==> src/rtl/circuito_sweep_driver.sv <==
// Exhaustive sweep driver for the 9-input circuito block: drives all 512 vectors and counts ones
// on X, Y and X&Y. Define SWEEP_SIGNATURE_EN to add a 16-bit MISR over the sampled outputs.
module circuito_sweep_driver #(
  parameter int unsigned SETTLE = 2
) (
  input  logic        i_clk,
  input  logic        i_rst_n,
  input  logic        i_start,
  input  logic        i_abort,
  input  logic        i_x_in,
  input  logic        i_y_in,
  output logic [8:0]  o_vec,
  output logic        o_busy,
  output logic        o_done,
  output logic [9:0]  o_x_count,
  output logic [9:0]  o_y_count,
`ifdef SWEEP_SIGNATURE_EN
  output logic [9:0]  o_xy_count,
  output logic [15:0] o_signature
`else
  output logic [9:0]  o_xy_count
`endif
);

  localparam logic [1:0] ST_IDLE   = 2'd0;
  localparam logic [1:0] ST_WAIT   = 2'd1;
  localparam logic [1:0] ST_SAMPLE = 2'd2;
  localparam logic [1:0] ST_DONE   = 2'd3;

  localparam logic [3:0] SETTLE_LD = 4'(SETTLE - 1);

  logic [1:0] r_state;
  logic [3:0] r_settle;
  logic [8:0] r_vec;
  logic       r_busy;
  logic       r_done;
  logic [9:0] r_x_count;
  logic [9:0] r_y_count;
  logic [9:0] r_xy_count;

`ifdef SWEEP_SIGNATURE_EN
  logic [15:0] r_sig;
  logic        w_fb;
  logic [15:0] w_sig_next;

  // Right-shifting MISR: X folds in at the feedback tap, Y is injected at the MSB.
  always_comb begin
    w_fb       = r_sig[0] ^ i_x_in;
    w_sig_next = (r_sig >> 1) ^ (w_fb ? 16'hB400 : 16'h0000) ^ {i_y_in, 15'b0};
  end

  always_ff @(posedge i_clk or negedge i_rst_n) begin
    if (!i_rst_n) begin
      r_sig <= 16'h0000;
    end else if ((r_state == ST_IDLE || r_state == ST_DONE) && i_start && !i_abort) begin
      r_sig <= 16'hFFFF;
    end else if (r_state == ST_SAMPLE && !i_abort) begin
      r_sig <= w_sig_next;
    end
  end

  assign o_signature = r_sig;
`endif

  always_ff @(posedge i_clk or negedge i_rst_n) begin
    if (!i_rst_n) begin
      r_state    <= ST_IDLE;
      r_settle   <= 4'd0;
      r_vec      <= 9'd0;
      r_busy     <= 1'b0;
      r_done     <= 1'b0;
      r_x_count  <= 10'd0;
      r_y_count  <= 10'd0;
      r_xy_count <= 10'd0;
    end else begin
      case (r_state)
        ST_IDLE, ST_DONE: begin
          if (i_start && !i_abort) begin
            r_state    <= ST_WAIT;
            r_settle   <= SETTLE_LD;
            r_vec      <= 9'd0;
            r_busy     <= 1'b1;
            r_done     <= 1'b0;
            r_x_count  <= 10'd0;
            r_y_count  <= 10'd0;
            r_xy_count <= 10'd0;
          end
        end
        ST_WAIT: begin
          if (i_abort) begin
            r_state <= ST_IDLE;
            r_vec   <= 9'd0;
            r_busy  <= 1'b0;
            r_done  <= 1'b0;
          end else if (r_settle == 4'd0) begin
            r_state <= ST_SAMPLE;
          end else begin
            r_settle <= r_settle - 4'd1;
          end
        end
        default: begin // ST_SAMPLE
          if (i_abort) begin
            r_state <= ST_IDLE;
            r_vec   <= 9'd0;
            r_busy  <= 1'b0;
            r_done  <= 1'b0;
          end else begin
            r_x_count  <= r_x_count + {9'd0, i_x_in};
            r_y_count  <= r_y_count + {9'd0, i_y_in};
            r_xy_count <= r_xy_count + {9'd0, i_x_in & i_y_in};
            if (r_vec == 9'd511) begin
              r_state <= ST_DONE;
              r_busy  <= 1'b0;
              r_done  <= 1'b1;
            end else begin
              r_state  <= ST_WAIT;
              r_vec    <= r_vec + 9'd1;
              r_settle <= SETTLE_LD;
            end
          end
        end
      endcase
    end
  end

  assign o_vec      = r_vec;
  assign o_busy     = r_busy;
  assign o_done     = r_done;
  assign o_x_count  = r_x_count;
  assign o_y_count  = r_y_count;
  assign o_xy_count = r_xy_count;

endmodule

==> config.mk <==
export PLATFORM = sky130hd
export DESIGN_NAME = circuito_sweep_driver
export DESIGN_NICKNAME = d
export VERILOG_FILES = /design/src/rtl/circuito_sweep_driver.sv
export SDC_FILE = /design/constraint.sdc
export NUM_CORES = 1
export LEC_CHECK = 0
export CORE_AREA = 2 2 71 73
export DETAILED_ROUTE_END_ITERATION = 6
export DIE_AREA = 0 0 73 75
export GPL_ROUTABILITY_DRIVEN = 0
export HOLD_SLACK_MARGIN = 0.03
export PLACE_DENSITY = 0.85
export SYNTH_ARGS = -nofsm -noshare
export SYNTH_HDL_FRONTEND = slang
export SYNTH_SLANG_ARGS = --single-unit
==> constraint.sdc <==
create_clock -name i_clk -period 3.5 [get_ports i_clk]
set_input_delay 0.7 -clock i_clk [delete_from_list [all_inputs] [get_ports i_clk]]
set_output_delay 0.7 -clock i_clk [all_outputs]
set_load 0.02 [all_outputs]
Fig. 1: placement by cell class
(4 px per um) Fill, decap, tap and diode cells in grey.
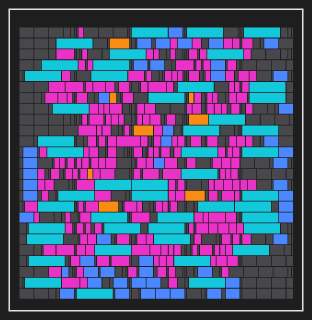
legend:
  flops:
    colour: cyan
    cells: 47
    share_of_their_area: 38%
  combinational and other logic:
    colour: magenta
    cells: 218
    share_of_their_area: 43%
  other buffers and delay cells:
    colour: blue
    cells: 50
    share_of_their_area: 16%
  clock drivers and dummy loads:
    colour: orange
    cells: 8
    share_of_their_area: 2.7%

==> reports/metrics.sh <==
RUN_STATUS='complete, no violations'
CP_NUM_BUF_INV=1
SEQ_POWER_mW=0.709
GRT_ANTENNA_BEFORE_REPAIR=0
HOLDBUFCOUNTCTS=0
WORST_SLACK_ON_HOLD_PATHS_PS=500
HOLD_VIOL_FINAL=0
SYN_AREA_PER_CELL_UM2=9.19
SYNTH_AREA_MM2=0.00255
NETLIST.AREA_LEADER.SHARE_PCT=46.2
FINAL_CRITICAL_PATH_SETUP_SLACK_PS=916
TIMING.SLEW.HEADROOM_PCT=31.8
VIAS_PER_CELL=5.99
POST_SYNTH_AND_OR_NAND_NOR_AREA_FRACTION_PCT=22.4
WL_MET3_UM=196
SYNTH_FLOPS=47
CLOCK-SKEW-FINAL_PS=8.28
FP.COREAREA_MM2=0.00466
COMPOUND_AREA_SHARE_PCT=18.9
FINAL_PERIOD_MINUS_WORST_SETUP_SLACK_PS=2580
WORST_SETUP_PATH_END_KIND='flip-flop'
WORST-PATH-MAX-FANOUT=22
SYNTH-WARNING-COUNT=0
POST_SYNTH_CELL_TYPES=39
DIODES=0
POWER-TOP-GROUP='combinational logic'
LAYOUT-AREA-OVERHEAD-VS-SYNTH_PCT=23.0
COMB-POWER_mW=0.778
CLK-POWER_mW=0.310
CPPEAKSTAGEDELAY_PS=550
CP_DATA_ARRIVAL_TIME_PS=2810
REMAINING_DRC_ERRORS=0
PORT_BUFFERS=46
CTS-BUFFERS-INSERTED=5
CLK_ROOT_BUFFER_CELL='clkbuf_8'
IO_PINS=47
SYNTH_ADDER_AREA_SHARE_PCT=5.90
SYNTH-AREA-YOSYS_MM2=0.00255
TOTAL_DIE_SIZE_MM2=0.00548
DOMINANT_COMBINATIONAL_CELL_FAMILY_BY_AREA_AFTER_SYNTHESIS='simple AND/OR/NAND/NOR gates'
POSTPLACECELLAREA_MM2=0.00305
GRT_START_MAX_NET_PINS=48
DIE_H_UM=75
SWITCHING_PORTION_OF_TOTAL_POWER_PCT=40.2
BUSIEST_LAYER='met2'
SYNTH.AREA.MUX_SHARE_PCT=1.33
GRT_SETUP_UNREPAIRED='no'
FIRST_GLOBAL_VIAS=2116
PERIOD_USED_PCT=73.8
UTILIZATION_PCT=67.2
TIMING.FMAX_MHz=387
MET1_LENGTH_MM=2.56
PLACEMENTROWS=25
DETAILEDPLACEMENTHPWL_MM=3.81
DETAILED_ROUTE_VIA_COUNT=2257
POSTSYNTHSEQSHARE_PCT=46.2
DR.MAX_LAYER_USED='met4'
WORST_CASE_SETUP_SLACK_AFTER_PLACEMENT_PS=811
TRITONCTS='built'
TOP_AREA_CELL='dfrtp_1'
POWER_DENSITY_mW_PER_MM2=574
TIMING_WORST_SETUP_PATH_TYPE='reg -> reg'
LOG.WARNING_COUNT=28
PATH_CELLS='inv_1 -> ha_1 -> nor2b_1 -> or3_4 -> or4_1 -> a21oi_1'
GRTUSAGETOTAL_PCT=21.8
TOTAL_ITERATIONS_OF_THE_FIRST_DETAILED_ROUTING_RUN=4
LEAKAGE_COMPONENT_OF_THE_POWER_nW=1.28
POWER.COMBINATIONAL.FRACTION_PCT=43.3
POWER_REPORT.INTERNAL_TOTAL_mW=1.07
CTS.SINKS=47
POSTCTSSETUPREPAIRBUFS=0
ROUTED_WIRE_LENGTH_PER_INSTANCE_UM=14.3
NETLIST_INSTANCES=277
WORSTSETUPSTARTPOINTTYPE='flip-flop'
POWER.CLOCK.FRACTION_PCT=17.3
CLOCK_PATH_BUFFERS=2
POST_LAYOUT_NONFILLER_INSTANCES=377
WORST_PATH_DOMINANT_CELL_FAMILY='simple AND/OR/NAND/NOR gates'
PWR-SHARE-SEQ_PCT=39.4
POSTLAYOUTCELLAREA_MM2=0.00313
GRT_UTIL_MET3_PCT=3.61
CLK_LATENCY_PS=300
AREA_LEADERS='dfrtp_1 (46%), o21ai_0 (6.5%), ha_1 (5.9%)'
HOLD_CLASS='reg -> reg'
GR-USAGE-MET2_PCT=36.8
POWER.NET_SWITCHING_mW=0.723
Fig. 2: clock wires, drivers and flops
(8 px per um)
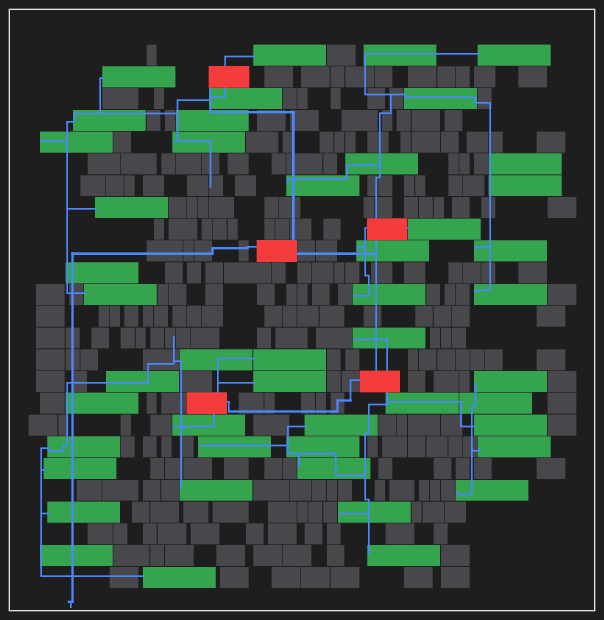
legend:
  clock wires:
    colour: blue
    length: 561 um
  clock drivers:
    colour: red
    count: 5
  flip-flops:
    colour: green
    count: 47
flops lie: widely spread

==> final timing paths <==
| kind | from | end | slack [ps] | cells after the start |
|---|---|---|---|---|
| worst min register to register | o_busy$_DFFE_PN0P_ | o_busy$_DFFE_PN0P_ | 500 | 1 |
| worst min-delay path | o_busy$_DFFE_PN0P_ | o_busy$_DFFE_PN0P_ | 500 | 1 |
| min in group asynchronous | i_rst_n | o_y_count[0]$_DFFE_PN0P_ | 570 | 1 |
| worst max register to register | r_state[0]$_DFFE_PN0P_ | o_x_count[7]$_DFFE_PN0P_ | 920 | 6 |
| worst max-delay path | r_state[0]$_DFFE_PN0P_ | o_x_count[7]$_DFFE_PN0P_ | 920 | 6 |
| max in group asynchronous | i_rst_n | o_x_count[6]$_DFFE_PN0P_ | 2290 | 1 |
==> synth_stat cells (all sizes together) <==
cell type,count
a2111oi,1
a21o,2
a21oi,13
a221o,1
a22o,6
a31oi,7
a32o,1
and2,1
and3,3
buf,2
clkbuf,10
dfrtp,47
ha,12
inv,10
mux2,3
nand2,25
nand2b,5
nand3,14
nand4,5
nor2,17
nor2b,4
nor3,9
nor3b,3
nor4,6
nor4b,1
nor4bb,1
o21a,2
o21ai,33
o21bai,1
o22ai,3
o311ai,1
o31ai,8
or2,1
or3,11
or4,3
xnor2,5
==> cell type report <==
class	instances	area, um2	share of cell area (%)
clock buffer	7	76.3	2.44
multi-input combinational	208	1280	41.0
timing repair buffer	50	485	15.5
clock inverter	1	5.00	0.160
sequential	47	1180	37.5
tap	54	67.6	2.16
inverter	10	37.5	1.20
==> state kept, by name (all words and copies together), names as in the netlist <==
name        count
r_state         2
o_y_count      10
o_done          1
o_xy_count     10
o_vec           9
o_x_count      10
r_settle        4
o_busy          1
Power and IR drop assume default switching activity.
